### src/rtl/fetch_stage_pkg.sv
// Shared fetch/decode constants: internal instruction codes, MIPS opcode/funct
// fields, the NOP encoding and the default reset PC.
package fetch_stage_pkg;

    localparam logic [31:0] DEFAULT_RESET_PC = 32'h0000_3000;
    localparam logic [31:0] NOP_INSTR        = 32'h0000_0000;

    localparam logic [5:0] OP_SPECIAL = 6'h00;
    localparam logic [5:0] OP_J       = 6'h02;
    localparam logic [5:0] OP_JAL     = 6'h03;
    localparam logic [5:0] OP_BEQ     = 6'h04;
    localparam logic [5:0] OP_ORI     = 6'h0D;
    localparam logic [5:0] OP_LUI     = 6'h0F;
    localparam logic [5:0] OP_LW      = 6'h23;
    localparam logic [5:0] OP_SW      = 6'h2B;

    localparam logic [5:0] FUNCT_JR   = 6'h08;
    localparam logic [5:0] FUNCT_ADDU = 6'h21;
    localparam logic [5:0] FUNCT_SUBU = 6'h23;

    localparam logic [5:0] CODE_NOP     = 6'd0;
    localparam logic [5:0] CODE_ADDU    = 6'd1;
    localparam logic [5:0] CODE_SUBU    = 6'd2;
    localparam logic [5:0] CODE_JR      = 6'd3;
    localparam logic [5:0] CODE_ORI     = 6'd4;
    localparam logic [5:0] CODE_LW      = 6'd5;
    localparam logic [5:0] CODE_SW      = 6'd6;
    localparam logic [5:0] CODE_BEQ     = 6'd7;
    localparam logic [5:0] CODE_LUI     = 6'd8;
    localparam logic [5:0] CODE_J       = 6'd9;
    localparam logic [5:0] CODE_JAL     = 6'd10;
    localparam logic [5:0] CODE_UNKNOWN = 6'h3F;

    typedef enum logic [2:0] {
        PC_SEL_SEQ,
        PC_SEL_BRANCH,
        PC_SEL_JUMP,
        PC_SEL_JR,
        PC_SEL_HOLD
    } pc_sel_e;

endpackage

### src/rtl/fetch_stage_instr_classify.sv
// Pure combinational map from a raw MIPS instruction word to the internal
// 6-bit instruction code consumed by decode/control.
module instr_classify
    import fetch_stage_pkg::*;
(
    input  logic [31:0] i_instr,
    output logic [5:0]  o_code
);

    logic [5:0] w_opcode;
    logic [5:0] w_funct;

    assign w_opcode = i_instr[31:26];
    assign w_funct  = i_instr[5:0];

    always_comb begin
        o_code = CODE_UNKNOWN;
        if (i_instr == NOP_INSTR) begin
            o_code = CODE_NOP;
        end else begin
            case (w_opcode)
                OP_SPECIAL: begin
                    case (w_funct)
                        FUNCT_ADDU: o_code = CODE_ADDU;
                        FUNCT_SUBU: o_code = CODE_SUBU;
                        FUNCT_JR:   o_code = CODE_JR;
                        default:    o_code = CODE_UNKNOWN;
                    endcase
                end
                OP_ORI:  o_code = CODE_ORI;
                OP_LW:   o_code = CODE_LW;
                OP_SW:   o_code = CODE_SW;
                OP_BEQ:  o_code = CODE_BEQ;
                OP_LUI:  o_code = CODE_LUI;
                OP_J:    o_code = CODE_J;
                OP_JAL:  o_code = CODE_JAL;
                default: o_code = CODE_UNKNOWN;
            endcase
        end
    end

endmodule

### src/rtl/fetch_stage.sv
// IF stage plus IF/ID register: PC, next-PC selection for decode redirects
// (delay slot preserved) and instruction memory addressing.
module fetch_stage
    import fetch_stage_pkg::*;
#(
    parameter logic [31:0] RESET_PC = DEFAULT_RESET_PC,
    parameter int          IMEM_AW  = 12
) (
    input  logic               clk,
    input  logic               reset,
    input  logic               stall,
    output logic [IMEM_AW-1:0] imem_addr,
    input  logic [31:0]        imem_rdata,
    input  logic               branch_in,
    input  logic [31:0]        branch_offset,
    input  logic               jump_in,
    input  logic [25:0]        jump_index,
    input  logic               jump_reg_in,
    input  logic [31:0]        jump_reg_target,
    output logic [31:0]        if_pc,
    output logic [31:0]        id_pc,
    output logic [31:0]        id_instr,
    output logic [5:0]         id_instr_code
);

    logic [31:0] r_pc;
    logic [31:0] r_id_pc;
    logic [31:0] r_id_instr;
    logic [5:0]  r_id_code;

    logic [31:0] w_id_pc_plus4;
    logic [31:0] w_branch_target;
    logic [31:0] w_jump_target;
    logic [31:0] w_next_pc;
    logic [5:0]  w_fetch_code;
    pc_sel_e     w_pc_sel;

    instr_classify u_classify (
        .i_instr (imem_rdata),
        .o_code  (w_fetch_code)
    );

    // Targets are relative to the control instruction now sitting in decode.
    assign w_id_pc_plus4   = r_id_pc + 32'd4;
    assign w_branch_target = w_id_pc_plus4 + {branch_offset[29:0], 2'b00};
    assign w_jump_target   = {w_id_pc_plus4[31:28], jump_index, 2'b00};

    always_comb begin
        w_pc_sel = PC_SEL_SEQ;
        if (stall)            w_pc_sel = PC_SEL_HOLD;
        else if (jump_reg_in) w_pc_sel = PC_SEL_JR;
        else if (jump_in)     w_pc_sel = PC_SEL_JUMP;
        else if (branch_in)   w_pc_sel = PC_SEL_BRANCH;
    end

    always_comb begin
        w_next_pc = r_pc + 32'd4;
        case (w_pc_sel)
            PC_SEL_HOLD:   w_next_pc = r_pc;
            PC_SEL_JR:     w_next_pc = jump_reg_target;
            PC_SEL_JUMP:   w_next_pc = w_jump_target;
            PC_SEL_BRANCH: w_next_pc = w_branch_target;
            default:       w_next_pc = r_pc + 32'd4;
        endcase
    end

    // IF/ID is never cleared on redirect: the fetched word is the delay slot.
    always_ff @(posedge clk) begin
        if (reset) begin
            r_pc       <= RESET_PC;
            r_id_pc    <= RESET_PC;
            r_id_instr <= NOP_INSTR;
            r_id_code  <= CODE_NOP;
        end else if (!stall) begin
            r_pc       <= w_next_pc;
            r_id_pc    <= r_pc;
            r_id_instr <= imem_rdata;
            r_id_code  <= w_fetch_code;
        end
    end

    assign imem_addr     = r_pc[IMEM_AW+1:2];
    assign if_pc         = r_pc;
    assign id_pc         = r_id_pc;
    assign id_instr      = r_id_instr;
    assign id_instr_code = r_id_code;

endmodule

### config.mk
export PLATFORM = sky130hd
export DESIGN_NAME = fetch_stage
export DESIGN_NICKNAME = d
export VERILOG_FILES = /design/src/rtl/fetch_stage_pkg.sv /design/src/rtl/fetch_stage_instr_classify.sv /design/src/rtl/fetch_stage.sv
export SDC_FILE = /design/constraint.sdc
export NUM_CORES = 1
export LEC_CHECK = 0
export ABC_AREA = 1
export CAP_MARGIN = 20
export CORE_UTILIZATION = 53
export CTS_CLUSTER_DIAMETER = 200
export CTS_CLUSTER_SIZE = 30
export DETAILED_ROUTE_END_ITERATION = 16
export PLACE_DENSITY = 0.88
export SYNTH_ARGS = -nofsm -noshare
export SYNTH_HDL_FRONTEND = slang
export SYNTH_SLANG_ARGS = --single-unit
export TNS_END_PERCENT = 30
### constraint.sdc
create_clock -name clk -period 5.1 [get_ports clk]
set_clock_uncertainty 0.2 [all_clocks]
set_input_delay 1.02 -clock clk [delete_from_list [all_inputs] [get_ports clk]]
set_output_delay 1.02 -clock clk [all_outputs]
set_load 0.02 [all_outputs]
==> job_summary.md <==
### Yosys + OpenROAD results

| Metric | Value |
|---|---|
| Fraction of area in registers | `0.1850` |
| Slew headroom | `0.3060` |
| Critical path launch point type | `register` |
| Deepest clock path buffer count | `2` |
| Setup slack, reg-to-reg | `1.23 ns` |
| Floorplan die width | `approximately 130 um` |
| Sequential cells | `around 100` |
| Reported max-cap violation count | `0` |
| Top cells by area | `sky130_fd_sc_hd__dfxtp_1 25%, sky130_fd_sc_hd__nand2_1 15%, sky130_fd_sc_hd__inv_1 8.5%, sky130_fd_sc_hd__a21oi_1 7.5%, sky130_fd_sc_hd__o21ai_0 7.2%` |
| Result of the run | `finished clean` |
| Number of diodes | `0` |
| Hold-fix buffers at CTS | `0` |
| FILL cells | `about 1300` |
| Fraction of power consumed by sequential logic | `0.372` |
| Post-layout period usage | `0.7579` |
| Leakage power of the design | `roughly 5 nW` |
| Synth Seq Share | `0.2471` |
| Share of total power in the clock network | `0.294` |
| Final TNS setup | `0 ns` |
| Startpoint of the worst setup timing path | `id_pc[3]` |
| Post-Route WL | `between 20 and 30 mm` |
| Worst path arrival time | `3.89 ns` |
| Proportion of power drawn by combinational gates | `0.333` |
| Count of buffers from port buffering | `between 200 and 250` |
| EDFF count, synth | `0` |
| Number of standard cells in the layout, taps in and fillers out | `approximately 1800` |
| Internal power | `between 1.5 and 2 mW` |
| Peak VDD IR | `approximately 0.00018 V` |
| Detailed-route DRC error count | `0` |
| Commonest non-fill, non-tap cells in the layout | `334 x sky130_fd_sc_hd__nand2_1, 238 x sky130_fd_sc_hd__clkdlybuf4s50_1, 184 x sky130_fd_sc_hd__inv_1` |
| Buffers inserted during post-CTS setup optimization | `0` |
| Yosys stat area | `between 0.008 and 0.009 mm^2` |
| Finished layout cell area | `~0.011 mm^2` |
| Cells on worst reg2reg path | `24` |
| # resized after CTS | `0` |
| Pwr Total | `2.492 mW` |
| Psw | `0.8527 mW` |
| Remaining number of nets flagged by the antenna check after routing | `0` |
| Switching Fraction | `0.3421` |
| Post-Synth Simple-Gate Area | `0.3612` |
| Initial antenna violation count | `0` |
| Multi-input combinational gate total | `just over 1000` |
| Worst min-delay path endpoint | `id_instr_code[0]` |
| Cell count after synthesis | `about 1400` |
| Floorplan Core Area | `around 0.015 mm^2` |
| Non-Clock Inverter Count | `approximately 190` |
| Largest class | `logic gates` |
| Kind of critical path | `register to register` |
| CTS H-Tree Depth | `3` |
| Die y size | `between 100 and 150 um` |
| Clock input transition at the sequential cells of the worst setup and hold paths | `roughly 0.07 ns` |
| Fraction of standard cell area in multi-input logic | `0.4741` |
| PD cells | `approximately 230 mW/mm^2` |
| Min cycle time layout | `3.865 ns` |
| Number of detailed-route iterations in the first pass | `6` |
| Comb gate area | `0.005181 mm^2` |
| Clk tree area frac | `0.02862` |
| Synthesized net count | `1518` |
| Cell total after placement | `between 1500 and 2000` |
| Final net count | `between 1500 and 2000` |
| DR vias | `~10000` |
| Most instantiated flip-flop cell in the synthesis netlist | `sky130_fd_sc_hd__dfxtp_1` |
| Most instantiated logic cell after routing | `sky130_fd_sc_hd__nand2_1` |
| Row count | `45` |
| Number of global-route vias before repair | `9198` |
| Tap cell count | `approximately 190` |
| Final RePlAce weighted congestion | `between 1 and 1.5` |
| Worst setup timing slack at the placement stage | `about 1.3 ns` |
| FMAX | `0.2587 GHz` |
| Number of slew-limit violations in the final report | `0` |
| Area share of the largest cell type after synthesis | `0.2471` |
| Slack of the critical path | `about 1.2 ns` |
| Tool warnings | `29` |
| Number of distinct standard cells referenced by the synthesized netlist | `approximately 47` |
| Util after Layout | `0.7215` |
| Clock Root Buffer | `sky130_fd_sc_hd__clkbuf_16` |
| Average wire per cell in the routed design | `between 15 and 20 um` |
| Synth Area in Compound Gates | `0.1811` |
| Share of layout cells above drive strength 1 | `0.04476` |
| Path category of the worst min-delay check | `register to register` |
| Remaining global-route overflow | `0` |
| Area share of buffers outside the clock network | `0.2258` |
| Worst-path maximum fanout | `5` |
| Reg2reg start | `id_pc[3]` |
| Hold path cells | `2` |
| Adder Share, Synth | `0.05138` |
| Share of flip-flops with an asynchronous set or reset | `0` |
| Init Core Util | `0.5402` |
| Final worst hold slack | `about 0.27 ns` |
| Most frequent cell after synthesis | `sky130_fd_sc_hd__nand2_1` |
[power groups by stage]
stage / combinational (mW) / clock (mW) / sequential, mW
after floorplan: 0.407 / 0 / 0.990
after global placement: 0.802 / 0 / 0.939
after detailed placement: 0.814 / 0 / 0.940
after CTS: 0.819 / 0.739 / 0.924
after global routing: 0.902 / 0.765 / 0.934
final: 0.831 / 0.734 / 0.928
[critical path, cell delays in order, from the launching register on]
cell and delay [ns]:
sky130_fd_sc_hd__dfxtp_1 0.40, sky130_fd_sc_hd__ha_1 0.35, sky130_fd_sc_hd__nand2_1 0.11, sky130_fd_sc_hd__nor2_2 0.16, sky130_fd_sc_hd__nand3_2 0.13, sky130_fd_sc_hd__nor2_4 0.19, sky130_fd_sc_hd__nand3_2 0.11, sky130_fd_sc_hd__nor2_2 0.16
sky130_fd_sc_hd__nand4_1 0.11, sky130_fd_sc_hd__xor2_1 0.17, sky130_fd_sc_hd__inv_1 0.09, sky130_fd_sc_hd__ha_1 0.38, sky130_fd_sc_hd__nand2_1 0.12, sky130_fd_sc_hd__nor2_1 0.22, sky130_fd_sc_hd__nand2_1 0.15, sky130_fd_sc_hd__inv_1 0.08
sky130_fd_sc_hd__nand2_1 0.05, sky130_fd_sc_hd__nand2_1 0.10, sky130_fd_sc_hd__inv_1 0.05, sky130_fd_sc_hd__nand2_1 0.06, sky130_fd_sc_hd__nand2_1 0.05, sky130_fd_sc_hd__nand3_1 0.09, sky130_fd_sc_hd__nand2_1 0.06, sky130_fd_sc_hd__nand2_1 0.07
sky130_fd_sc_hd__a21oi_2 0.05
[routing by layer]
metal | routed length (um) | part of all wire | GRT usage
met5 | 0 | 0 | 0
met1 | 11610 | 0.39 | 0.4307
met2 | 13990 | 0.47 | 0.6256
met3 | 2454 | 0.083 | 0.05098
met4 | 1622 | 0.055 | 0.2155
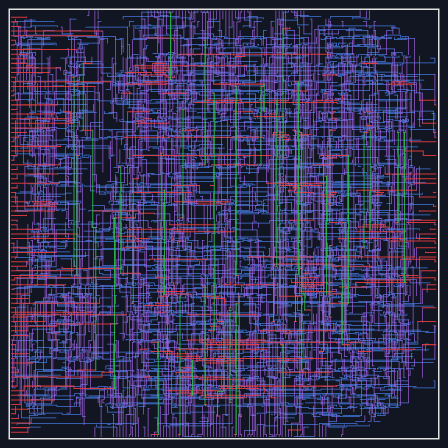
Figure 1: signal wires by layer.
Red shows met3, wire length 2450 um. Purple shows met2, wire length 14000 um. Blue shows met1, wire length 11600 um. Green shows met4, wire length 1620 um.

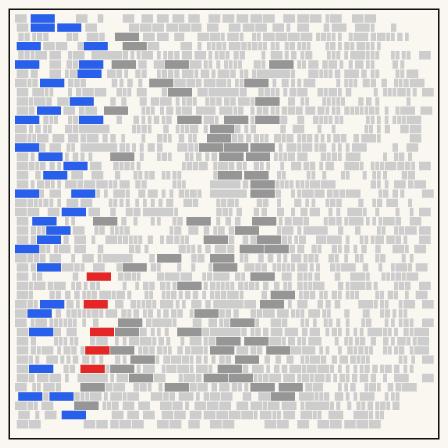
Figure 2: sequential cells grouped by signal name.
Blue shows id_instr, placed flops 32, where a column on the left. Red shows id_instr_code, placed flops 5, where south-west.
Another 64 sequential cells are not colored.

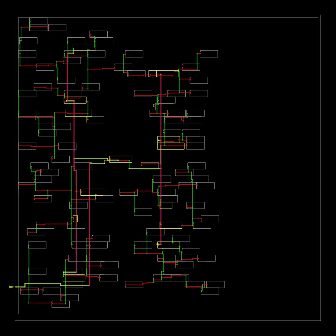
Figure 3: clock nets.
# clk buffers: 10
clock latency at the later pin of the worst-skew pair: 0.35 ns

Power is estimated from default activity; no workload was simulated.
